File: config.mk
export PLATFORM = sky130hd
export DESIGN_NAME = v_register_arbiter
export DESIGN_NICKNAME = d
export VERILOG_FILES = /design/src/rtl/v_register_pkg.sv /design/src/rtl/v_rr_pick.sv /design/src/rtl/v_register_arbiter.sv
export SDC_FILE = /design/constraint.sdc
export NUM_CORES = 1
export LEC_CHECK = 0
export ABC_AREA = 0
export CAP_MARGIN = 20
export CORE_MARGIN = 3
export CORE_UTILIZATION = 45
export CTS_BUF_LIST = sky130_fd_sc_hd__clkbuf_4
export CTS_CLUSTER_DIAMETER = 40
export CTS_CLUSTER_SIZE = 10
export DETAILED_ROUTE_END_ITERATION = 12
export PLACE_DENSITY = 0.95
export SYNTH_ARGS = -nofsm -noshare
export SYNTH_HDL_FRONTEND = slang
export SYNTH_SLANG_ARGS = --single-unit
File: constraint.sdc
create_clock -name C -period 3.1 [get_ports C]
set_input_delay 0.62 -clock C [delete_from_list [all_inputs] [get_ports C]]
set_output_delay 0.62 -clock C [all_outputs]
set_load 0.005 [all_outputs]
File: src/rtl/v_register_pkg.sv
// Shared definitions for the round-robin register arbiter.
//   state_e     : FSM state encoding (IDLE=0, GRANT=1, DONE=2)
//   InitDefault : default power-up/reset value of the shared register
package v_register_pkg;

  typedef enum logic [1:0] {
    StIdle  = 2'd0,
    StGrant = 2'd1,
    StDone  = 2'd2
  } state_e;

  localparam logic [15:0] InitDefault = 16'hFEDC;

endpackage

File: src/rtl/v_rr_pick.sv
// Combinational round-robin selector.
//   req_i     : per-requester request vector
//   ptr_i     : highest-priority index; search runs ptr_i, ptr_i+1, ... modulo N
//   win_oh_o  : one-hot winner (all zeros if no request)
//   win_idx_o : binary index of the winner (0 if no request)
module v_rr_pick #(
  parameter int unsigned N    = 4,
  parameter int unsigned IdxW = $clog2(N)
) (
  input  logic [N-1:0]    req_i,
  input  logic [IdxW-1:0] ptr_i,
  output logic [N-1:0]    win_oh_o,
  output logic [IdxW-1:0] win_idx_o
);

  logic        found;
  int unsigned j;

  always_comb begin
    win_oh_o  = '0;
    win_idx_o = '0;
    found     = 1'b0;
    j         = 0;
    for (int unsigned k = 0; k < N; k++) begin
      j = (32'(ptr_i) + k) % N;
      if (!found && req_i[j]) begin
        found       = 1'b1;
        win_oh_o[j] = 1'b1;
        win_idx_o   = IdxW'(j);
      end
    end
  end

endmodule

File: src/rtl/v_register_arbiter.sv
// Shared register with N round-robin arbitrated writers.
// One write takes IDLE -> GRANT -> DONE (3 cycles); Q loads at the GRANT->DONE edge,
// the ACK strobe is high for the DONE cycle.
//   C    : clock (rising edge)
//   R    : synchronous active-high reset
//   REQ  : per-requester write request, held until ACK
//   D    : write data, requester i at [i*W +: W]
//   GNT  : registered one-hot grant (GRANT cycle only)
//   ACK  : registered one-hot write-complete strobe (DONE cycle only)
//   BUSY : registered, high while the FSM is not IDLE
//   Q    : shared register value
module v_register_arbiter
  import v_register_pkg::*;
#(
  parameter int unsigned    N    = 4,
  parameter int unsigned    W    = 16,
  parameter logic [W-1:0]   INIT = W'(InitDefault)
) (
  input  logic           C,
  input  logic           R,
  input  logic [N-1:0]   REQ,
  input  logic [N*W-1:0] D,
  output logic [N-1:0]   GNT,
  output logic [N-1:0]   ACK,
  output logic           BUSY,
  output logic [W-1:0]   Q
);

  localparam int unsigned IdxW = $clog2(N);

  // Declaration initialisers give a defined state at configuration, before any reset.
  state_e          state_q = StIdle;
  state_e          state_d;
  logic [IdxW-1:0] ptr_q   = '0;
  logic [IdxW-1:0] ptr_d;
  logic [IdxW-1:0] idx_q   = '0;
  logic [IdxW-1:0] idx_d;
  logic [W-1:0]    q_q     = INIT;
  logic [W-1:0]    q_d;
  logic [N-1:0]    gnt_q   = '0;
  logic [N-1:0]    gnt_d;
  logic [N-1:0]    ack_q   = '0;
  logic [N-1:0]    ack_d;
  logic            busy_q  = 1'b0;
  logic            busy_d;

  logic [N-1:0]    pick_oh;
  logic [IdxW-1:0] pick_idx;

  v_rr_pick #(
    .N    (N),
    .IdxW (IdxW)
  ) u_pick (
    .req_i     (REQ),
    .ptr_i     (ptr_q),
    .win_oh_o  (pick_oh),
    .win_idx_o (pick_idx)
  );

  always_comb begin
    state_d = state_q;
    ptr_d   = ptr_q;
    idx_d   = idx_q;
    q_d     = q_q;
    gnt_d   = '0;
    ack_d   = '0;
    unique case (state_q)
      StIdle: begin
        if (|REQ) begin
          gnt_d   = pick_oh;
          idx_d   = pick_idx;
          state_d = StGrant;
        end
      end
      StGrant: begin
        // Commit regardless of whether the winner still holds REQ.
        q_d     = D[idx_q*W +: W];
        ack_d   = gnt_q;
        state_d = StDone;
      end
      StDone: begin
        ptr_d   = (idx_q == IdxW'(N - 1)) ? '0 : idx_q + 1'b1;
        state_d = StIdle;
      end
      default: state_d = StIdle;
    endcase
    busy_d = (state_d != StIdle);
  end

  always_ff @(posedge C) begin
    if (R) begin
      state_q <= StIdle;
      ptr_q   <= '0;
      idx_q   <= '0;
      q_q     <= INIT;
      gnt_q   <= '0;
      ack_q   <= '0;
      busy_q  <= 1'b0;
    end else begin
      state_q <= state_d;
      ptr_q   <= ptr_d;
      idx_q   <= idx_d;
      q_q     <= q_d;
      gnt_q   <= gnt_d;
      ack_q   <= ack_d;
      busy_q  <= busy_d;
    end
  end

  assign GNT  = gnt_q;
  assign ACK  = ack_q;
  assign BUSY = busy_q;
  assign Q    = q_q;

endmodule

==> run summary <==
fresh numbers from the pnr run: GR met2 Demand/Resource=34.7%, GRT Total Usage=19.2%, final setup TNS=0 ns, overall die height=71.4 um, post-cts resize count=0, Post-CTS Setup Inserts=0, vias per inst=5.69, summed instance area of the synthesized netlist=1920 um2, I/O pin cnt=95, placer congestion estimate=0.916, WS Path Type=register to register, Synth cell types=36, count of max-cap constraint violations=0, classification of the worst-slack hold path=register to register, kind of start point of the critical path=register, worst max-slew margin expressed relative to the limit=51.6%, chip area estimate from yosys synthesis=1920 um2, Longest Clk Path Bufs=2, result of the run=completed, arrival time at the worst endpoint=2.81 ns, DIE WIDTH=71.4 um, CP Max Fanout=10, met3 layer usage reported by global route=4.77%, slew of the pin with the lowest slew margin=0.725 ns, number of detailed-routing iterations run before antenna repair=5, instance area at placement=2860 um2, Worst Path Required=3.31 ns, clock slew seen by the registers of the worst setup and hold paths=0.10 ns, total power per unit cell area=392 nW/um2
[path summary, 6_finish.rpt]
check | end | slack (ns) | cells past startpoint
worst min register to register | Q[12]$_SDFFE_PP1P_ | 0.47 | 1
worst min-delay path | Q[12]$_SDFFE_PP1P_ | 0.47 | 1
worst max-delay path | GNT[1]$_SDFF_PP0_ | 0.49 | 7
worst max register to register | GNT[1]$_SDFF_PP0_ | 0.49 | 7
[layout make-up]
| class | count | area share [%] |
|---|---|---|
| clock buffers | 5 | 1.27 |
| clock inverters | 3 | 1.31 |
| repair buffers | 99 | 33.4 |
| inverters | 4 | 0.508 |
| well taps | 50 | 2.12 |
| multi-input cells | 125 | 40.4 |
| flip-flops and latches | 31 | 21.0 |
[registers in the layout, summed over array words and instances (netlist names)]
| register | cells |
|---|---|
| Q | 16 |
| ACK | 4 |
| GNT | 4 |
| idx_q | 2 |
| ptr_q | 2 |
| state_q | 2 |
| BUSY | 1 |
[worst max-delay path, stage by stage (launching register included)]
cell and delay (ns):
dfxtp_1 0.55, inv_1 0.17, ha_1 0.49, mux2i_1 0.13
mux2i_1 0.56, a21oi_2 0.16, a221oi_1 0.32, o2bb2ai_1 0.12
[layer usage]
| metal | wire [um] | vias to the layer above |
|---|---|---|
| met5 | 0 | - |
| met4 | 71 | 0 |
| met3 | 406 | 4 |
| met2 | 2770 | 84 |
| met1 | 1940 | 856 |
| li1 | - | 861 |
[stage by stage]
step / worst slack, ns / total power [uW] / std cells / utilization [%]
2_1_floorplan: 1.09 / 689 / 174 / -
3_3_place_gp: 0.671 / 850 / 308 / 70.6
3_5_place_dp: 0.432 / 863 / 308 / 70.6
4_1_cts: 0.526 / 1160 / 316 / 72.4
5_1_grt: 0.336 / 1220 / 317 / 72.8
6_report: 0.493 / 1160 / 317 / 72.8
[report_power, final]
group | switching, uW | leakage (uW) | total, uW | internal, uW
sequential | 32.4 | 0.000255 | 467 | 435
clock | 133 | 0.0000426 | 299 | 166
combinational | 142 | 0.000817 | 393 | 250
[logic make-up after synthesis]
family,Yosys count,synth area share [%]
fa+ha+maj,6,3.90
flops,31,32.3
mux,27,27.1
compound gates,42,16.1
buf+inv,18,5.66
simple gates,50,15.0
[Yosys cell counts]
cell	count	share of area (%)
a22oi_1	1	0.39
nor2_8	1	1.0
nor4_1	4	1.3
nor4b_1	1	0.46
a31oi_1	1	0.33
nor3_1	4	1.0
and3_1	1	0.33
a211o_1	12	5.5
o211ai_1	2	0.78
o21ai_0	8	2.1
a221oi_1	4	1.8
buf_2	5	1.3
o21a_1	2	0.78
nand2_1	4	0.78
and3_4	1	0.59
buf_4	3	1.2
and2_1	4	1.3
nor3b_1	1	0.39
clkbuf_1	4	0.78
buf_12	1	1.0
a21oi_1	4	1.0
mux4_1	10	14
mux4_2	7	8.2
buf_6	1	0.59
a21oi_2	1	0.46
o2bb2ai_1	5	2.3
dfxtp_1	31	32
mux2i_1	9	4.7
mux2_2	1	0.59
ha_1	6	3.9
inv_1	4	0.78
nor2_1	13	2.5
o22ai_1	2	0.65
nand2b_1	2	0.65
or3_1	1	0.33
nor2b_1	13	4.2
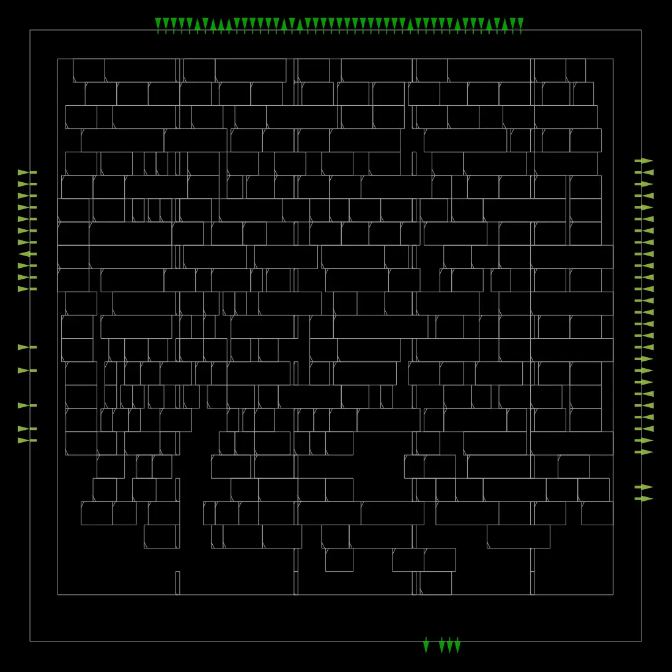
(images/placed.png)
tap cell count: 50
cell row count: 23

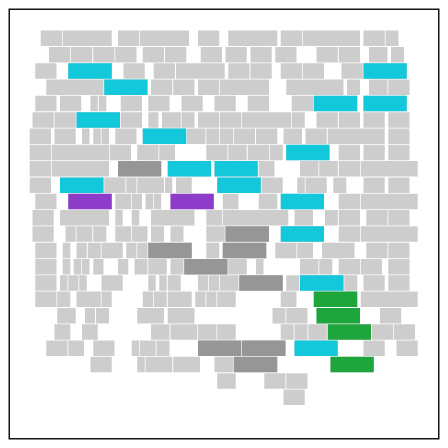
(images/ff_map.png)
color	netlist name	flops
green	ACK	4
cyan	Q	16
purple	ptr_q	2
storage element area: 621 um2
sequential portion of the cell area: 21.0%

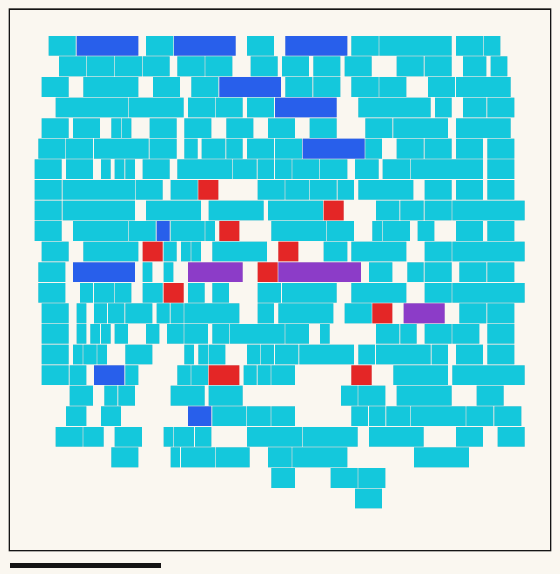
(images/sizing.png)
The bar under the picture is 20 um long.
color	size	cells	share
cyan	x1 and smaller	244	91%
red	x3 and x4	10	3.7%
blue	x2	10	3.7%
purple	x6 and larger	3	1.1%

Power is estimated from default activity; no workload was simulated.
